==> src/rtl/seq_pattern_detector_if.sv <==
// Serial-bit handshake and status bundle for the pattern detector.
// CNT_W must match the CNT_W of the detector instance it connects to.
interface seq_pattern_detector_if #(
    parameter int CNT_W = 8
);
    logic             clear;
    logic             din_valid;
    logic             din;
    logic             pattern_detect;
    logic [CNT_W-1:0] match_count;
    logic [5:0]       progress;

    modport master (
        output clear, din_valid, din,
        input  pattern_detect, match_count, progress
    );

    modport slave (
        input  clear, din_valid, din,
        output pattern_detect, match_count, progress
    );
endinterface

==> src/rtl/seq_pattern_detector.sv <==
// Parametrised serial pattern detector: matches the last LEN qualified bits
// against PATTERN, with overlap mode, inter-bit timeout and saturating count.
module seq_pattern_detector #(
    parameter int             LEN     = 4,
    parameter logic [LEN-1:0] PATTERN = 4'b1011,
    parameter int             OVERLAP = 1,
    parameter int             TIMEOUT = 16,
    parameter int             CNT_W   = 8
) (
    input  logic                   clk,
    input  logic                   reset,
    seq_pattern_detector_if.slave  bus
);
    localparam int         IW   = (TIMEOUT > 0) ? $clog2(TIMEOUT + 1) : 1;
    localparam logic [5:0] FULL = 6'(LEN);

    logic [LEN-1:0]   r_hist;
    logic [5:0]       r_fill;
    logic [IW-1:0]    r_idle;
    logic             r_det;
    logic [CNT_W-1:0] r_cnt;

    logic [LEN-1:0]   w_nh;
    logic [5:0]       w_nf;
    logic             w_match;
    logic [IW-1:0]    w_idle_nxt;
    logic             w_timeout;

    // Truncating the concatenation drops the oldest bit; also valid for LEN=1.
    always_comb begin
        w_nh       = LEN'({r_hist, bus.din});
        w_nf       = (r_fill == FULL) ? r_fill : r_fill + 6'd1;
        w_match    = (w_nf == FULL) && (w_nh == PATTERN);
        w_idle_nxt = r_idle + 1'b1;
        w_timeout  = (TIMEOUT > 0) && (w_idle_nxt == IW'(TIMEOUT));
    end

    always_ff @(posedge clk or posedge reset) begin
        if (reset) begin
            r_hist <= '0;
            r_fill <= '0;
            r_idle <= '0;
            r_det  <= 1'b0;
            r_cnt  <= '0;
        end else if (bus.clear) begin
            r_hist <= '0;
            r_fill <= '0;
            r_idle <= '0;
            r_det  <= 1'b0;
            r_cnt  <= '0;
        end else if (bus.din_valid) begin
            r_idle <= '0;
            r_det  <= w_match;
            if (w_match) begin
                if (r_cnt != '1)
                    r_cnt <= r_cnt + 1'b1;
                if (OVERLAP != 0) begin
                    r_hist <= w_nh;
                    r_fill <= FULL;
                end else begin
                    r_hist <= '0;
                    r_fill <= '0;
                end
            end else begin
                r_hist <= w_nh;
                r_fill <= w_nf;
            end
        end else begin
            r_det <= 1'b0;
            // Idle only ages a partial history; an empty one has nothing to discard.
            if ((TIMEOUT > 0) && (r_fill != 6'd0)) begin
                if (w_timeout) begin
                    r_hist <= '0;
                    r_fill <= '0;
                    r_idle <= '0;
                end else begin
                    r_idle <= w_idle_nxt;
                end
            end
        end
    end

    assign bus.pattern_detect = r_det;
    assign bus.match_count    = r_cnt;
    assign bus.progress       = r_fill;
endmodule

==> src/flat_wrapper.sv <==
// flat-port wrapper written by rule: the top's interface ports become plain ports
module seq_pattern_detector_flat 
#(
    parameter int             LEN     = 4,
    parameter logic [LEN-1:0] PATTERN = 4'b1011,
    parameter int             OVERLAP = 1,
    parameter int             TIMEOUT = 16,
    parameter int             CNT_W   = 8
)
  (clk, reset, bus_clear, bus_din_valid, bus_din, bus_pattern_detect, bus_match_count, bus_progress);
  seq_pattern_detector_if #(.CNT_W(CNT_W)) bus_i ();
  input  logic clk;
  input  logic reset;
  input wire logic [$bits(bus_i.clear)-1:0] bus_clear;
  input wire logic [$bits(bus_i.din_valid)-1:0] bus_din_valid;
  input wire logic [$bits(bus_i.din)-1:0] bus_din;
  output wire logic [$bits(bus_i.pattern_detect)-1:0] bus_pattern_detect;
  output wire logic [$bits(bus_i.match_count)-1:0] bus_match_count;
  output wire logic [$bits(bus_i.progress)-1:0] bus_progress;
  assign bus_i.clear = bus_clear;
  assign bus_i.din_valid = bus_din_valid;
  assign bus_i.din = bus_din;
  assign bus_pattern_detect = bus_i.pattern_detect;
  assign bus_match_count = bus_i.match_count;
  assign bus_progress = bus_i.progress;
  seq_pattern_detector #(.LEN(LEN), .PATTERN(PATTERN), .OVERLAP(OVERLAP), .TIMEOUT(TIMEOUT), .CNT_W(CNT_W)) u_core (.clk(clk), .reset(reset), .bus(bus_i));
endmodule
==> config.mk <==
export PLATFORM = sky130hd
export DESIGN_NAME = seq_pattern_detector_flat
export DESIGN_NICKNAME = d
export VERILOG_FILES = /design/src/rtl/seq_pattern_detector_if.sv /design/src/rtl/seq_pattern_detector.sv /design/src/flat_wrapper.sv
export SDC_FILE = /design/constraint.sdc
export NUM_CORES = 1
export LEC_CHECK = 0
export ABC_AREA = 1
export CAP_MARGIN = 40
export CORE_MARGIN = 2
export CORE_UTILIZATION = 48
export CTS_BUF_LIST = sky130_fd_sc_hd__clkbuf_16
export DETAILED_ROUTE_END_ITERATION = 10
export PLACE_DENSITY_LB_ADDON = 0.15
export SLEW_MARGIN = 10
export SYNTH_ARGS = -nofsm -noshare
export SYNTH_HDL_FRONTEND = slang
export SYNTH_SLANG_ARGS = --single-unit
==> constraint.sdc <==
create_clock -name clk -period 1.8 [get_ports clk]
set_input_delay 0.36 -clock clk [delete_from_list [all_inputs] [get_ports clk]]
set_output_delay 0.36 -clock clk [all_outputs]
set_load 0.02 [all_outputs]
Figure 1. Clock nets (run 1).
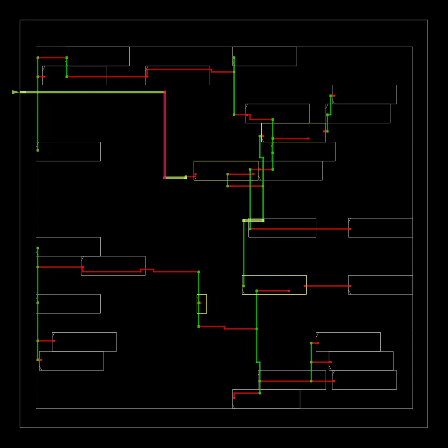
Num CTS Buffers: 3
clock buffer count: 3

Figure 2. Metal 3 (run 1).
Scale: 6 px per µm.
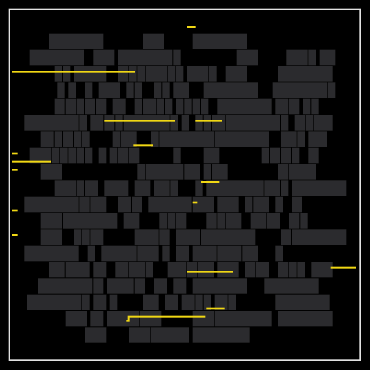
main direction = horizontal
share of all routed wire = 2.7%

Figure 3. Clock wires, drivers and flops (run 1).
Scale: 8 px per µm.
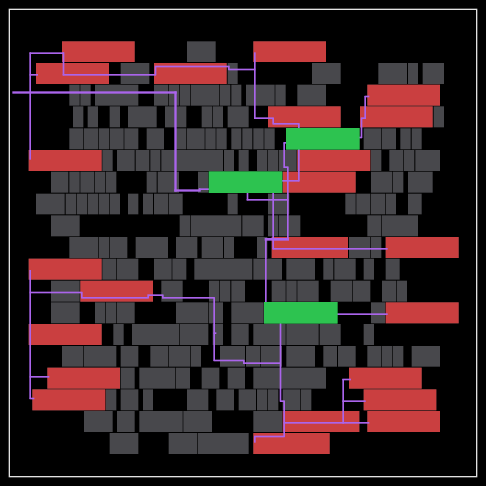
green -> clock-net drivers  # count 3
red -> flip-flops  # count 23
purple -> clock wires  # length 288 µm
flops lie = spread over the die
routed clock nets = 4

Figure 4. Placement by cell class (run 1).
Scale: 4 px per µm.
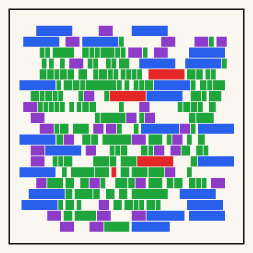
red -> clock drivers and dummy loads  # cells 4, share of their area 4.2%
green -> remaining logic cells  # cells 149, share of their area 47%
blue -> registers  # cells 23, share of their area 31%
purple -> remaining buffers and delay cells  # cells 37, share of their area 18%
# rows: 19
post-route cell area: 1900 µm²
CORE AREA: 2780 µm²

==> out/results.tsv, run 1 <==
stage	metric	value	unit
grt	first-pass GRT wire length	5370	µm
power	Leak Pwr	0.855	nW
power	sw power	333	µW
route	routed vias/inst	5.12	
final_timing	Max-slew headroom	77.4	%
setup_path	crit end category	primary output	
clock_network	Post-CTS Hold Buffers	0	
run	OpenROAD warnings	30	
route	Routed Antenna Nets	0	
logic_synthesis	synthesis-stage register bit count	23	
setup_path	slowest cell on the critical path	clkdlybuf4s50_1	
setup_path	Largest stage delay, worst path	0.65	ns
final_timing	min Tclk post-route	1.75	ns
cells_and_area	Biggest Area Class	logic gates	
cells_and_area	nets	223	
run	max cap viols	0	
grt	grt ovf	0	
final_timing	Worst-Margin Slew	0.338	ns
cells_and_area	Flop area	579	µm²
route	vias post-DR	1249	
power	sequential share of power	43.0	%
logic_synthesis	Synth warnings	0	
clock_network	TritonCTS sink count	23	
final_timing	post-layout period usage	97.3	%
power	Clk pwr share	36.3	%
die	I/O pins	20	
outcome	status	completed	
setup_path	crit path DRT	1.44	ns
route	wire per inst	12.1	µm
place	buffers added on ports	19	
cells_and_area	Logic area	746	µm²
cells_and_area	Non-clock buffers	37	
clock_network	CTS tree	done	
grt	Tot GR Track Use	20.3	%
power	Peak VDD IR	0.664	mV
cells_and_area	Flop Count	23	
logic_synthesis	Synth Area per Inst	8.17	µm²
route	drt first pass iters	4	
power	power per cell area	681	nW/µm²
final_timing	Final Max Tran Viols	0	
final_timing	Worst Skew	0.00458	ns
logic_synthesis	Synth area leaders	dfrtp_1 (41%), inv_1 (8.0%), nand2_1 (6.9%), nor2_1 (5.3%), nand3_1 (4.6%)	
setup_path	worst-path cell chain	clkdlybuf4s50_1	
route	residual DRC count	0	
die	Pre-Place Util	50.8	%
cells_and_area	dominant logic cell type in the layout	inv_1	
cells_and_area	Finished Layout Cells	244	
die	DIE WIDTH	58.3	µm
logic_synthesis	Largest type area fraction	40.7	%
-- run 1: metrics by stage --
step / util [%] / instance area, µm² / setup slack [ns] / hold slack, ns / power, mW
after floorplan: - / 1420 / -0.00993 / 0.362 / 0.699
after global placement: 62.8 / 1750 / -0.0577 / 0.492 / 0.782
after detailed placement: 62.8 / 1750 / -0.105 / 0.512 / 0.785
after CTS: 67.7 / 1880 / -0.00881 / 0.452 / 1.29
after global routing: 68.2 / 1900 / -0.0600 / 0.483 / 1.35
final: 68.2 / 1900 / 0.0485 / 0.441 / 1.29
-- run 1: layer usage --
metal	global-route usage, %	up-vias	routed length (µm)
met3	3.13	4	79
met1	26.2	582	1400
met4	7.64	0	41
met5	0	-	0
met2	34.3	22	1430
li1	-	641	-
-- run 1: path summary, 6_finish.rpt --
path,from,endpoint,slack (ns),depth (start not counted)
setup / recovery,u_core.bus.progress[2],bus_progress[2],0.05,1
hold / removal,reset,u_core.bus.pattern_detect,0.44,3
setup reg to reg,u_core.bus.progress[0],u_core.bus.match_count[2],0.05,10
hold reg to reg,u_core.r_idle[1],u_core.r_idle[1],0.52,2
max in group asynchronous,reset,u_core.bus.progress[2],1.12,3
min in group clk,u_core.r_idle[1],u_core.r_idle[1],0.52,2
-- run 1: flip-flops by register name (all words and copies together) (netlist names) --
name / flops
u_core.bus.match_count: 8
u_core.bus.progress: 6
u_core.bus.pattern_detect: 1
u_core.r_idle: 5
u_core.r_hist: 3
-- run 1: logic make-up (layout without fill, tap and decap cells) --
family          after synthesis  after routing  share of synthesized area [%]
compound gates               23             23                           9.12
xor+xnor                      3              3                           2.39
fa+ha+maj                     4              4                           3.54
buf+inv                      34             74                           9.92
flops                        23             23                           40.7
simple gates                 86             86                           34.3
## Run 2: what changed since run 1
GPL_TIMING_DRIVEN = 0   (was not set)
Figure 5. Metal 3 (run 2).
Scale: 6 px per µm.
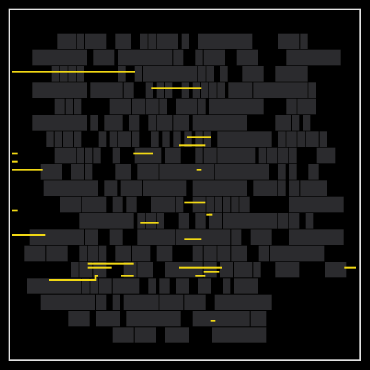
nets with wire on the layer = 20
main direction = horizontal
wire length on this layer = 94.5 µm
longest straight run = 20.2 µm
share of all routed wire = 3.0%
vias post-DR: 1250
final WL: 3150 µm
met3 Usage GRT: 3.13%

Figure 6. Clock wires, drivers and flops (run 2).
Scale: 8 px per µm.
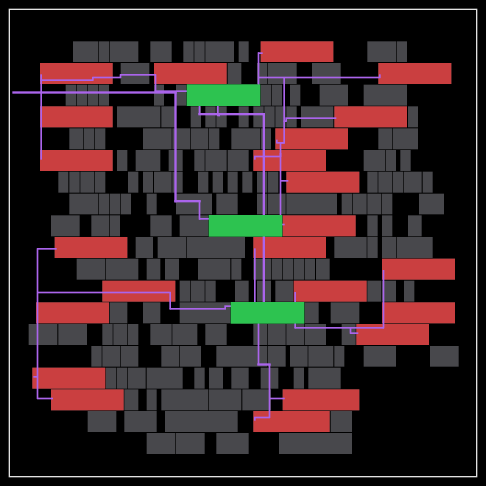
Clk pwr share: 36.8%
Worst Skew: 0.00196 ns
power in the clock group: 473 µW
clk_lat worst skew: 0.26 ns

Figure 7. I/O nets highlighted (run 2).
Scale: 8 px per µm.
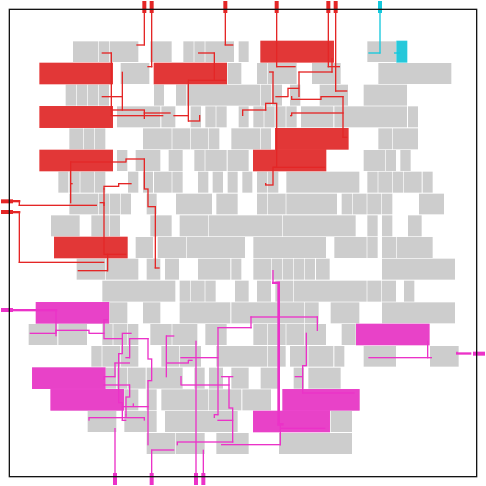
red -> bus_match_count  # bits 8, direction output, edge 6 top, 2 left, end cells 8, buffers 8, wire 237 µm
cyan -> reset  # bits 1, direction input, edge top, end cells 1, buffers 1, wire 7.10 µm
magenta -> bus_progress  # bits 6, direction output, edge 4 bottom, 1 right, 1 left, end cells 6, buffers 9, wire 241 µm
buffers added on ports: 19
I/O pins: 20

==> out/results.tsv, run 2 <==
stage	metric	value	unit	change
outcome	status	finished, violations left		was completed
outcome	failing checks	setup timing		
cells_and_area	nets	217		was 223
clock_network	TritonCTS sink count	23		unchanged
setup_path	CP Depth	10		was 1
logic_synthesis	Largest type area fraction	40.7	%	unchanged
logic_synthesis	Synth area leaders	dfrtp_1 (41%), inv_1 (8.0%), nand2_1 (6.9%), nor2_1 (5.3%), nand3_1 (4.6%)		unchanged
die	# rows	19		unchanged
final_timing	final setup vio count	2		was 0
final_timing	Worst-Margin Slew	0.504	ns	was 0.338 ns
die	CORE AREA	2780	µm²	unchanged
run	max cap viols	0		unchanged
route	wire per inst	13.2	µm	was 12.1 µm
grt	first-pass GRT wire length	5200	µm	was 5370 µm
final_timing	Max-slew headroom	66.3	%	was 77.4%
route	routed vias/inst	5.25		was 5.12
setup_path	worst setup path startpoint	u_core.bus.progress[0]		was u_core.bus.progress[2]
final_timing	post-route setup slack	-0.0114	ns	was 0.0485 ns
power	Peak VDD IR	0.561	mV	was 0.664 mV
run	OpenROAD warnings	29		was 30
grt	Tot GR Track Use	19.9	%	was 20.3%
cells_and_area	max reg flops	8		unchanged
power	Leak Pwr	0.851	nW	was 0.855 nW
[run 2: cell counts after synthesis]
Identical to the previous run, type by type.
[run 2: per-layer routing]
| metal | track usage, % | up-vias | share of wire, % |
|---|---|---|---|
| met3 | 3.13 | 7 | 3.0 |
| met2 | 35.4 | 35 | 51 |
| li1 | - | 631 | - |
| met4 | 6.64 | 0 | 1.8 |
| met1 | 24.5 | 577 | 44 |
| met5 | 0 | - | 0 |
[run 2: final cells by class]
| class | count | area (µm²) | share of cell area, % |
|---|---|---|---|
| plain buffers | 1 | 11.3 | 0.595 |
| clock buffers | 3 | 75.1 | 3.97 |
| clock inverters | 1 | 3.75 | 0.198 |
| inverters | 33 | 131 | 6.94 |
| multi-input cells | 116 | 772 | 40.8 |
| flip-flops and latches | 23 | 578 | 30.5 |
| well taps | 31 | 38.8 | 2.05 |
| repair buffers | 30 | 283 | 14.9 |
[run 2: cells by family (layout without fill, tap and decap cells)]
logic type                 Yosys count  after routing  share of synthesized area [%]
and+or+nand+nor                     86             86                           34.3
buffers and inverters               34             68                           9.92
AOI/OAI and AO/OA                   23             23                           9.12
xor gates and xnor gates             3              3                           2.39
DFF                                 23             23                           40.7
adders and majority gates            4              4                           3.54
[run 2: path summary, 6_finish.rpt]
path                                              to  slack, ns
max in group asynchronous     u_core.bus.progress[0]       0.91
setup / recovery           u_core.bus.match_count[4]      -0.01
hold reg to reg                     u_core.r_idle[1]       0.52
min in group clk                    u_core.r_idle[1]       0.52
setup reg to reg           u_core.bus.match_count[4]      -0.01
hold / removal             u_core.bus.match_count[4]       0.43
[run 2: what timing repair did]
action,in CTS,in global routing
setup endpoints to repair,8,16
gates resized,12,10
hold endpoints to repair,0,0
setup buffers,5,5
pin swaps,6,9
## Run 3: what changed since run 2
GPL_TIMING_DRIVEN = not set   (was 0)
MAX_ROUTING_LAYER = met4   (was not set)
Figure 8. Clock nets (run 3).
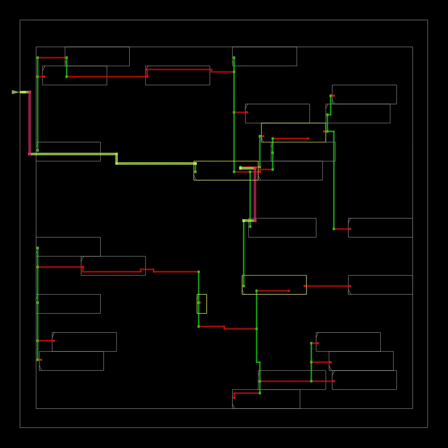
Worst Skew: 0.00398 ns
power in the clock group: 469 µW
Flop Count: 23

Figure 9. I/O nets highlighted (run 3).
Scale: 8 px per µm.
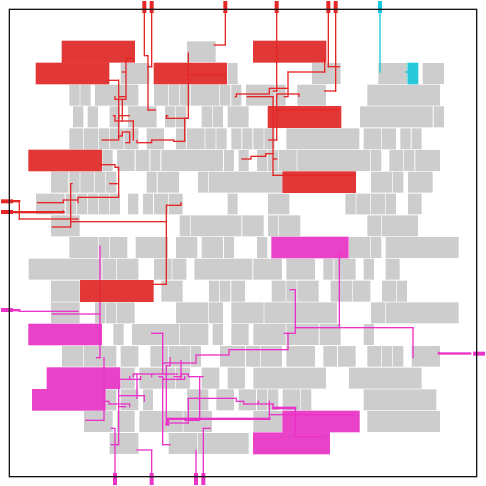
red -> bus_match_count  # bits 8, direction output, edge 6 top, 2 left, end cells 8, buffers 8, wire 249 µm
magenta -> bus_progress  # bits 6, direction output, edge 4 bottom, 1 right, 1 left, end cells 6, buffers 8, wire 244 µm
cyan -> reset  # bits 1, direction input, edge top, end cells 1, buffers 1, wire 8.20 µm

Figure 10. Placement by cell class (run 3).
Scale: 4 px per µm.
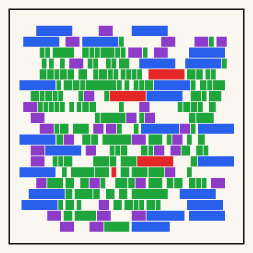
Seq area share: 30.5%
Layout Utilization: 68.2%

==> out/results.tsv, run 3 <==
stage	metric	value	unit	change
power	sequential share of power	43.0	%	was 42.5%
logic_synthesis	Largest type area fraction	40.7	%	unchanged
grt	grt ovf	0		unchanged
place	Placed Area	1750	µm²	was 1660 µm²
clock_network	clk_lat worst skew	0.25	ns	was 0.26 ns
setup_path	worst-path cell chain	clkdlybuf4s50_1		was inv_2, ha_4, inv_4, nand3_4, nor2_4, nand3_4, nor2_8, nand4_1, nor3_2, nor2_1
final_timing	post-route setup slack	0.0489	ns	was -0.0114 ns
place	worst slack, placed	-0.105	ns	was -0.176 ns
route	final WL	2950	µm	was 3150 µm
route	Routed Antenna Nets	0		unchanged
clock_network	Num CTS Buffers	3		unchanged
setup_path	Largest stage delay, worst path	0.65	ns	was 0.43 ns
final_timing	Max-slew headroom	77.0	%	was 66.3%
setup_path	Worst R2R Path Depth	10		unchanged
setup_path	Worst Setup EP	bus_progress[2]		was u_core.bus.match_count[4]
logic_synthesis	Synth area leaders	dfrtp_1 (41%), inv_1 (8.0%), nand2_1 (6.9%), nor2_1 (5.3%), nand3_1 (4.6%)		unchanged
die	# rows	19		unchanged
route	residual DRC count	0		unchanged
setup_path	crit end category	primary output		was flip-flop
logic_synthesis	synthesis-stage register bit count	23		unchanged
logic_synthesis	Synth warnings	0		unchanged
logic_synthesis	Synth Area per Inst	8.17	µm²	unchanged
final_timing	min Tclk post-route	1.75	ns	was 1.81 ns
power	sw power	333	µW	was 343 µW
route	wire per inst	12.1	µm	was 13.2 µm
setup_path	FF-to-FF Start	u_core.bus.progress[0]		unchanged
setup_path	Reg-to-Reg End	u_core.bus.match_count[2]		was u_core.bus.match_count[4]
final_timing	Worst-Margin Slew	0.343	ns	was 0.504 ns
clock_network	Post-CTS Hold Buffers	0		unchanged
outcome	status	completed		was finished, violations left
[run 3: cells by family (layout without fill, tap and decap cells)]
group                      Yosys count  in the layout  synth area share (%)
AOI/OAI and AO/OA                   23             23                  9.12
xor gates and xnor gates             3              3                  2.39
adders and majority gates            4              4                  3.54
buffers and inverters               34             74                  9.92
DFF                                 23             23                  40.7
and+or+nand+nor                     86             86                  34.3
[run 3: timing repair]
action	CTS	global route
endpoints found under the setup margin	4	7
pin swaps	7	9
setup buffers	2	1
resized	10	5
[run 3: layout make-up]
type | instances | area share, %
Inverter | 33 | 6.79
Clock buffer | 3 | 3.96
Sequential cell | 23 | 30.5
Tap cell | 31 | 2.04
Multi-Input combinational cell | 116 | 39.3
Clock inverter | 1 | 0.198
Timing Repair Buffer | 37 | 17.2
[run 3: how the worst min path moves through the flow]
stage                           endpoint
3_5_place_dp            u_core.r_idle[1]
2_1_floorplan  u_core.bus.match_count[0]
6_report                u_core.r_idle[4]
3_3_place_gp            u_core.r_idle[1]
5_1_grt                 u_core.r_idle[4]
4_1_cts                 u_core.r_idle[0]
[run 3: per-layer routing]
metal  vias up  GRT usage [%]  routed length (µm)
met5         -              -                   0
met4         0           7.64                  45
met3         6           3.13                  81
met2        22           34.3                1430
met1       582           26.2                1380
li1        641              -                   -
[run 3: through the flow]
stage / util (%) / power [mW] / hold slack [ns] / setup TNS, ns
5_1_grt: 68.2 / 1.35 / 0.483 / -0.213
3_3_place_gp: 62.8 / 0.782 / 0.492 / -0.155
3_5_place_dp: 62.8 / 0.785 / 0.512 / -0.472
4_1_cts: 67.7 / 1.29 / 0.452 / -0.00881
2_1_floorplan: - / 0.699 / 0.362 / -0.00993
6_report: 68.2 / 1.29 / 0.442 / 0
Power figures rest on the tool's default switching activity, not on a simulated workload.
